[src/rtl/riscv_mem_pkg.sv]
// Shared types for the RV64 store buffer: FSM states, queued entry layout and the
// doubleword overlap test used when a load is checked against the queued stores.
package riscv_mem_pkg;

    localparam int SB_ADDR_W   = 64;
    localparam int SB_DATA_W   = 64;
    localparam int DWORD_BYTES = 8;

    typedef enum logic [1:0] {
        RUN    = 2'd0,
        HAZARD = 2'd1,
        FLUSH  = 2'd2
    } sb_state_e;

    typedef struct packed {
        logic [SB_ADDR_W-1:0] addr;
        logic [SB_DATA_W-1:0] data;
    } sb_entry_t;

    // Two doubleword accesses share a byte when their start addresses lie within 8 bytes either way.
    function automatic logic dword_overlap(input logic [SB_ADDR_W-1:0] a, input logic [SB_ADDR_W-1:0] b);
        logic [SB_ADDR_W-1:0] d_ab;
        logic [SB_ADDR_W-1:0] d_ba;
        d_ab = a - b;
        d_ba = b - a;
        return (d_ab < SB_ADDR_W'(DWORD_BYTES)) || (d_ba < SB_ADDR_W'(DWORD_BYTES));
    endfunction

endpackage

[src/rtl/store_buffer_if.sv]
// Signal bundle between the MEM stage / Data_Memory (master) and the store buffer (slave).
interface store_buffer_if #(
    parameter int ADDR_W = 64,
    parameter int DATA_W = 64,
    parameter int CNT_W  = 3
);
    logic              st_valid;
    logic [ADDR_W-1:0] st_addr;
    logic [DATA_W-1:0] st_data;
    logic              st_ready;
    logic              ld_valid;
    logic [ADDR_W-1:0] ld_addr;
    logic [DATA_W-1:0] ld_data;
    logic              stall;
    logic              flush;
    logic              empty;
    logic [CNT_W-1:0]  count;
    logic              mem_read;
    logic              mem_write;
    logic [ADDR_W-1:0] mem_addr;
    logic [DATA_W-1:0] mem_wdata;
    logic [DATA_W-1:0] mem_rdata;

    modport master (
        output st_valid, st_addr, st_data, ld_valid, ld_addr, flush, mem_rdata,
        input  st_ready, ld_data, stall, empty, count, mem_read, mem_write, mem_addr, mem_wdata
    );

    modport slave (
        input  st_valid, st_addr, st_data, ld_valid, ld_addr, flush, mem_rdata,
        output st_ready, ld_data, stall, empty, count, mem_read, mem_write, mem_addr, mem_wdata
    );

endinterface

[src/rtl/store_buffer_fifo.sv]
// Store queue: circular storage, pointers, occupancy, and per-entry load overlap / exact-match
// vectors presented in age order (index 0 is the head, the oldest store).
module store_buffer_fifo
    import riscv_mem_pkg::*;
#(
    parameter int  DEPTH = 4,
    localparam int PTR_W = $clog2(DEPTH),
    localparam int CNT_W = PTR_W + 1
) (
    input  logic                 clk,
    input  logic                 reset,
    input  logic                 i_push,
    input  sb_entry_t            i_push_entry,
    input  logic                 i_pop,
    input  logic [SB_ADDR_W-1:0] i_ld_addr,
    output sb_entry_t            o_entries [DEPTH],
    output logic [DEPTH-1:0]     o_ovl,
    output logic [DEPTH-1:0]     o_match,
    output logic [CNT_W-1:0]     o_count,
    output logic                 o_empty,
    output logic                 o_full
);

    sb_entry_t        r_mem [DEPTH];
    logic [PTR_W-1:0] r_wr_ptr;
    logic [PTR_W-1:0] r_rd_ptr;
    logic [CNT_W-1:0] r_count;
    logic             w_push;
    logic             w_pop;

    assign o_count = r_count;
    assign o_empty = (r_count == CNT_W'(0));
    assign o_full  = (r_count == CNT_W'(DEPTH));
    assign w_push  = i_push && !o_full;
    assign w_pop   = i_pop && !o_empty;

    // Pointer and occupancy bookkeeping; DEPTH is a power of two so the pointers wrap on their own.
    always_ff @(posedge clk) begin
        if (reset) begin
            r_wr_ptr <= '0;
            r_rd_ptr <= '0;
            r_count  <= '0;
        end else begin
            if (w_push) begin
                r_wr_ptr <= r_wr_ptr + PTR_W'(1);
            end
            if (w_pop) begin
                r_rd_ptr <= r_rd_ptr + PTR_W'(1);
            end
            r_count <= r_count + CNT_W'(w_push) - CNT_W'(w_pop);
        end
    end

    // Entry storage write.
    always_ff @(posedge clk) begin
        if (w_push) begin
            r_mem[r_wr_ptr] <= i_push_entry;
        end
    end

    // Age-ordered view of the queue with overlap/match flags gated by entry validity.
    always_comb begin
        o_ovl   = '0;
        o_match = '0;
        for (int k = 0; k < DEPTH; k++) begin
            o_entries[k] = r_mem[r_rd_ptr + PTR_W'(k)];
            if (CNT_W'(k) < r_count) begin
                o_ovl[k]   = dword_overlap(i_ld_addr, r_mem[r_rd_ptr + PTR_W'(k)].addr);
                o_match[k] = (i_ld_addr == r_mem[r_rd_ptr + PTR_W'(k)].addr);
            end else begin
                o_ovl[k]   = 1'b0;
                o_match[k] = 1'b0;
            end
        end
    end

endmodule

[src/rtl/store_buffer.sv]
// Store buffer top: RUN/HAZARD/FLUSH control and load/drain arbitration of the Data_Memory port.
// Build option STORE_FWD_EN: exact-address loads take data from the youngest matching queued store.
module store_buffer
    import riscv_mem_pkg::*;
#(
    parameter int DEPTH  = 4,
    parameter int ADDR_W = SB_ADDR_W,
    parameter int DATA_W = SB_DATA_W
) (
    input  logic          clk,
    input  logic          reset,
    store_buffer_if.slave bus
);

    localparam int CNT_W = $clog2(DEPTH) + 1;

    sb_state_e         r_state;
    sb_state_e         w_state_next;
    sb_entry_t         w_push_entry;
    sb_entry_t         w_entries [DEPTH];
    logic [DEPTH-1:0]  w_ovl;
    logic [DEPTH-1:0]  w_match;
    logic [CNT_W-1:0]  w_count;
    logic              w_empty;
    logic              w_full;
    logic              w_st_ready;
    logic              w_push;
    logic              w_fwd_ok;
    logic [DATA_W-1:0] w_fwd_data;
    logic              w_hazard;
    logic              w_tail_ovl;
    logic              w_mem_read;
    logic              w_mem_write;
    logic              w_stall;
    logic [ADDR_W-1:0] w_mem_addr;
    logic [DATA_W-1:0] w_mem_wdata;
    logic [DATA_W-1:0] w_ld_data;

    // New stores are refused while full or while a drain is requested or in progress.
    assign w_st_ready   = !w_full && (r_state != FLUSH) && !bus.flush;
    assign w_push       = bus.st_valid && w_st_ready;
    assign w_push_entry = '{addr: bus.st_addr, data: bus.st_data};

    store_buffer_fifo #(
        .DEPTH(DEPTH)
    ) u_fifo (
        .clk          (clk),
        .reset        (reset),
        .i_push       (w_push),
        .i_push_entry (w_push_entry),
        .i_pop        (w_mem_write),
        .i_ld_addr    (bus.ld_addr),
        .o_entries    (w_entries),
        .o_ovl        (w_ovl),
        .o_match      (w_match),
        .o_count      (w_count),
        .o_empty      (w_empty),
        .o_full       (w_full)
    );

    // Classify the load: forwardable exact hit, or a hazard that has to wait for the drain.
    always_comb begin
        w_fwd_ok   = 1'b0;
        w_fwd_data = '0;
`ifdef STORE_FWD_EN
        if (bus.ld_valid && (w_match != '0) && ((w_ovl & ~w_match) == '0)) begin
            w_fwd_ok = 1'b1;
        end else begin
            w_fwd_ok = 1'b0;
        end
        for (int k = 0; k < DEPTH; k++) begin
            w_fwd_data = w_match[k] ? w_entries[k].data : w_fwd_data;
        end
`endif
        w_hazard   = bus.ld_valid && ((w_ovl | w_match) != '0) && !w_fwd_ok;
        w_tail_ovl = bus.ld_valid && ((w_ovl >> 1) != '0);
    end

    // Port arbitration and next state; reset holds the port idle so nothing retires during it.
    always_comb begin
        w_state_next = r_state;
        w_mem_read   = 1'b0;
        w_mem_write  = 1'b0;
        w_stall      = 1'b0;
        w_ld_data    = '0;
        if (reset) begin
            w_state_next = RUN;
        end else begin
            case (r_state)
                RUN: begin
                    if (w_hazard) begin
                        w_stall      = 1'b1;
                        w_mem_write  = !w_empty;
                        w_state_next = HAZARD;
                    end else if (bus.ld_valid) begin
                        if (w_fwd_ok) begin
                            w_ld_data = w_fwd_data;
                        end else begin
                            w_mem_read = 1'b1;
                            w_ld_data  = bus.mem_rdata;
                        end
                        w_state_next = bus.flush ? FLUSH : RUN;
                    end else begin
                        w_mem_write  = !w_empty;
                        w_state_next = bus.flush ? FLUSH : RUN;
                    end
                end
                HAZARD: begin
                    // The head leaves this cycle, so only younger overlapping entries keep us here.
                    w_stall      = 1'b1;
                    w_mem_write  = !w_empty;
                    w_state_next = w_tail_ovl ? HAZARD : RUN;
                end
                FLUSH: begin
                    w_stall      = 1'b1;
                    w_mem_write  = !w_empty;
                    w_state_next = (w_empty && !bus.flush) ? RUN : FLUSH;
                end
                default: begin
                    w_state_next = RUN;
                end
            endcase
        end
    end

    // Memory address/data mux; the bus is driven to zero when the port is idle.
    always_comb begin
        if (w_mem_write) begin
            w_mem_addr  = w_entries[0].addr;
            w_mem_wdata = w_entries[0].data;
        end else if (w_mem_read) begin
            w_mem_addr  = bus.ld_addr;
            w_mem_wdata = '0;
        end else begin
            w_mem_addr  = '0;
            w_mem_wdata = '0;
        end
    end

    // Control state register.
    always_ff @(posedge clk) begin
        if (reset) begin
            r_state <= RUN;
        end else begin
            r_state <= w_state_next;
        end
    end

    assign bus.st_ready  = w_st_ready;
    assign bus.ld_data   = w_ld_data;
    assign bus.stall     = w_stall;
    assign bus.empty     = w_empty;
    assign bus.count     = w_count;
    assign bus.mem_read  = w_mem_read;
    assign bus.mem_write = w_mem_write;
    assign bus.mem_addr  = w_mem_addr;
    assign bus.mem_wdata = w_mem_wdata;

endmodule

[src/flat_wrapper.sv]
// flat-port wrapper written by rule: the top's interface ports become plain ports
module store_buffer_flat import riscv_mem_pkg::*;
#(
    parameter int DEPTH  = 4,
    parameter int ADDR_W = SB_ADDR_W,
    parameter int DATA_W = SB_DATA_W
)
  (clk, reset, bus_st_valid, bus_st_addr, bus_st_data, bus_ld_valid, bus_ld_addr, bus_flush, bus_mem_rdata, bus_st_ready, bus_ld_data, bus_stall, bus_empty, bus_count, bus_mem_read, bus_mem_write, bus_mem_addr, bus_mem_wdata);
  store_buffer_if #(.ADDR_W(ADDR_W), .DATA_W(DATA_W), .CNT_W((3))) bus_i ();
  input  logic clk;
  input  logic reset;
  input wire logic [$bits(bus_i.st_valid)-1:0] bus_st_valid;
  input wire logic [$bits(bus_i.st_addr)-1:0] bus_st_addr;
  input wire logic [$bits(bus_i.st_data)-1:0] bus_st_data;
  input wire logic [$bits(bus_i.ld_valid)-1:0] bus_ld_valid;
  input wire logic [$bits(bus_i.ld_addr)-1:0] bus_ld_addr;
  input wire logic [$bits(bus_i.flush)-1:0] bus_flush;
  input wire logic [$bits(bus_i.mem_rdata)-1:0] bus_mem_rdata;
  output wire logic [$bits(bus_i.st_ready)-1:0] bus_st_ready;
  output wire logic [$bits(bus_i.ld_data)-1:0] bus_ld_data;
  output wire logic [$bits(bus_i.stall)-1:0] bus_stall;
  output wire logic [$bits(bus_i.empty)-1:0] bus_empty;
  output wire logic [$bits(bus_i.count)-1:0] bus_count;
  output wire logic [$bits(bus_i.mem_read)-1:0] bus_mem_read;
  output wire logic [$bits(bus_i.mem_write)-1:0] bus_mem_write;
  output wire logic [$bits(bus_i.mem_addr)-1:0] bus_mem_addr;
  output wire logic [$bits(bus_i.mem_wdata)-1:0] bus_mem_wdata;
  assign bus_i.st_valid = bus_st_valid;
  assign bus_i.st_addr = bus_st_addr;
  assign bus_i.st_data = bus_st_data;
  assign bus_i.ld_valid = bus_ld_valid;
  assign bus_i.ld_addr = bus_ld_addr;
  assign bus_i.flush = bus_flush;
  assign bus_i.mem_rdata = bus_mem_rdata;
  assign bus_st_ready = bus_i.st_ready;
  assign bus_ld_data = bus_i.ld_data;
  assign bus_stall = bus_i.stall;
  assign bus_empty = bus_i.empty;
  assign bus_count = bus_i.count;
  assign bus_mem_read = bus_i.mem_read;
  assign bus_mem_write = bus_i.mem_write;
  assign bus_mem_addr = bus_i.mem_addr;
  assign bus_mem_wdata = bus_i.mem_wdata;
  store_buffer #(.DEPTH(DEPTH), .ADDR_W(ADDR_W), .DATA_W(DATA_W)) u_core (.clk(clk), .reset(reset), .bus(bus_i));
endmodule
[config.mk]
export PLATFORM = sky130hd
export DESIGN_NAME = store_buffer_flat
export DESIGN_NICKNAME = d
export VERILOG_FILES = /design/src/rtl/riscv_mem_pkg.sv /design/src/rtl/store_buffer_if.sv /design/src/rtl/store_buffer_fifo.sv /design/src/rtl/store_buffer.sv /design/src/flat_wrapper.sv
export SDC_FILE = /design/constraint.sdc
export NUM_CORES = 2
export LEC_CHECK = 0
export CAP_MARGIN = 30
export CORE_AREA = 2 2 419 421
export CTS_BUF_LIST = sky130_fd_sc_hd__clkbuf_16
export CTS_CLUSTER_DIAMETER = 150
export CTS_CLUSTER_SIZE = 14
export DETAILED_ROUTE_END_ITERATION = 16
export DIE_AREA = 0 0 421 423
export PLACE_DENSITY = 0.52
export REMOVE_ABC_BUFFERS = 1
export SYNTH_ARGS = -nofsm -noshare
export SYNTH_HDL_FRONTEND = slang
export SYNTH_SLANG_ARGS = --single-unit
[constraint.sdc]
create_clock -name clk -period 9.8 [get_ports clk]
set_input_delay 1.47 -clock clk [delete_from_list [all_inputs] [get_ports clk]]
set_output_delay 1.47 -clock clk [all_outputs]
set_load 0.02 [all_outputs]
**Wiring by layer**

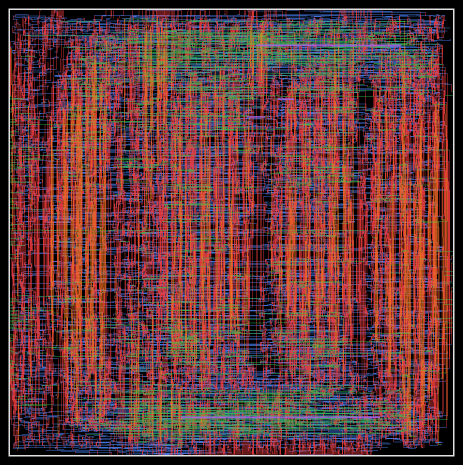
Green stands for M3, wire length 32.4 mm. Blue stands for M1, wire length 140 mm. Red stands for M2, wire length 172 mm. Orange stands for M4, wire length 29.1 mm. Purple stands for M5, wire length 353 µm.
Vias: 66119
routed len/inst: 35.2 µm

**Local utilization**

21 x 21 tiles, from white (low) to dark blue (high), 0 to 100% covered.
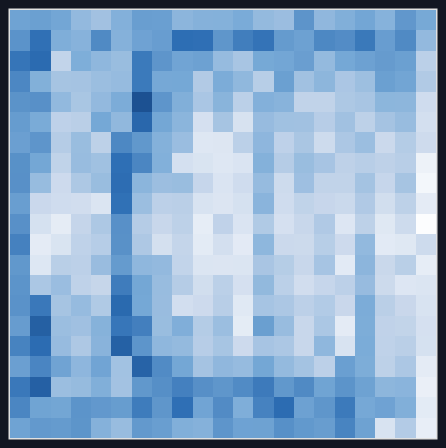
0.20% of the tiles are nearly empty. The densest ninth of the die: lower left. 2.5% of the tiles are over 75% full. The fullest tile reaches 87%.
core footprint: 173000 µm²
Initial Utilization: 0.339
Final Util: 0.438

**Routing congestion**

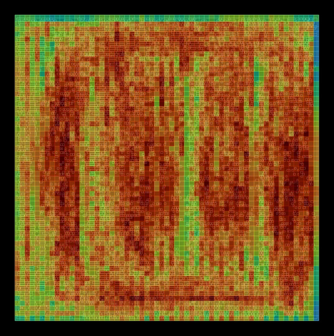
met1 usage in global routing: 0.479
grt met2 use: 0.652
layer with the highest usage: met2

**Signal wires on met2**

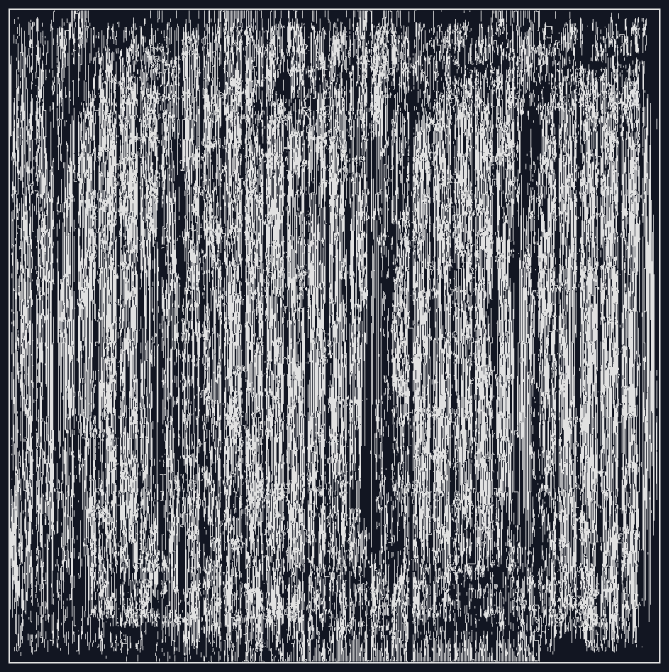
7843 nets have wire on it. The layer carries 172 mm of wire.
WL final: 374000 µm

==> out/summary.txt <==
registers = 523
worst-margin pin slew = 1140 ps
commonest cells in the netlist = 789 x a21oi_1, 692 x nand2_1, 645 x o21ai_0
r2r setup slk = 1630 ps
flip-flop and latch area = 15600 µm²
Worst-path clk slew = 80 ps
most frequent logic cell in the layout = buf_4
H-tree depth = 2
ys cells = 6997
Comb area share = 0.535
largest net degree at the start of global routing = 105
I/O pins = 461
residual DRC count = 0
Latency at later pin = 680 ps
# rows = 153
status = finished clean
Antenna Cells = 12
CTS tree = done
leakage power = 31.1 nW
r2r endpoint = u_core.u_fifo.o_count[2]$_SDFF_PP0_
max cap viols = 0
post-CTS setup buffer count = 1
Most common cell on crit path = buf_4
Worst Setup Start Kind = flip-flop
worst-case vdd ir drop = 0.154 mV
Root Buffer = clkbuf_16
non-clk buf share = 0.182
largest reg by FF count = u_core.u_fifo.r_mem
Setup CP Type = reg2out
MI comb cells = 5664
Yosys chip area = 58800 µm²
Syn. warnings = 0
Commonest flop = edfxtp_1
P&R area growth vs syn = 28.9%
dpl ws = -414 ps
Power Total = 14.3 mW
critical path arrival = 8320 ps
worst flop-to-flop path startpoint = u_core.u_fifo.r_rd_ptr[0]$_SDFFE_PP0P_
-- through the flow --
step | cell area, µm² | instances | hold WS, ps | util
global placement | 73500 | 10516 | 493 | 0.424
global route | 75800 | 10606 | 590 | 0.437
detailed placement | 73500 | 10519 | 535 | 0.424
CTS | 74900 | 10578 | 547 | 0.432
finish | 75800 | 10618 | 544 | 0.438
floorplan | 57300 | 6619 | 463 | -
-- metal layers --
layer	wire length, µm	global-route usage	up-vias
met5	353	0	-
met4	29100	0.256	8
met2	172000	0.652	3726
met3	32400	0.0838	709
li1	-	-	28762
met1	140000	0.479	32914
-- worst min path at each step --
stage,to,cells past startpoint,startpoint,slack (ps)
floorplan,u_core.u_fifo.r_wr_ptr[1]$_SDFFE_PP0P_,2,u_core.u_fifo.r_wr_ptr[1]$_SDFFE_PP0P_,460
global placement,u_core.u_fifo.r_wr_ptr[1]$_SDFFE_PP0P_,2,u_core.u_fifo.r_wr_ptr[1]$_SDFFE_PP0P_,490
detailed placement,u_core.u_fifo.r_wr_ptr[1]$_SDFFE_PP0P_,2,u_core.u_fifo.r_wr_ptr[1]$_SDFFE_PP0P_,540
CTS,u_core.u_fifo.r_wr_ptr[1]$_SDFFE_PP0P_,2,u_core.u_fifo.r_wr_ptr[1]$_SDFFE_PP0P_,550
global route,u_core.u_fifo.r_wr_ptr[1]$_SDFFE_PP0P_,2,u_core.u_fifo.r_wr_ptr[1]$_SDFFE_PP0P_,590
finish,u_core.u_fifo.r_wr_ptr[1]$_SDFFE_PP0P_,2,u_core.u_fifo.r_wr_ptr[1]$_SDFFE_PP0P_,540
-- where the power goes --
| part | switching [mW] | internal (mW) | total, mW |
|---|---|---|---|
| clock | 0.864 | 0.851 | 1.71 |
| sequential | 0.0496 | 2.54 | 2.59 |
| combinational | 6.44 | 3.60 | 10.0 |
Power and IR drop assume default switching activity.
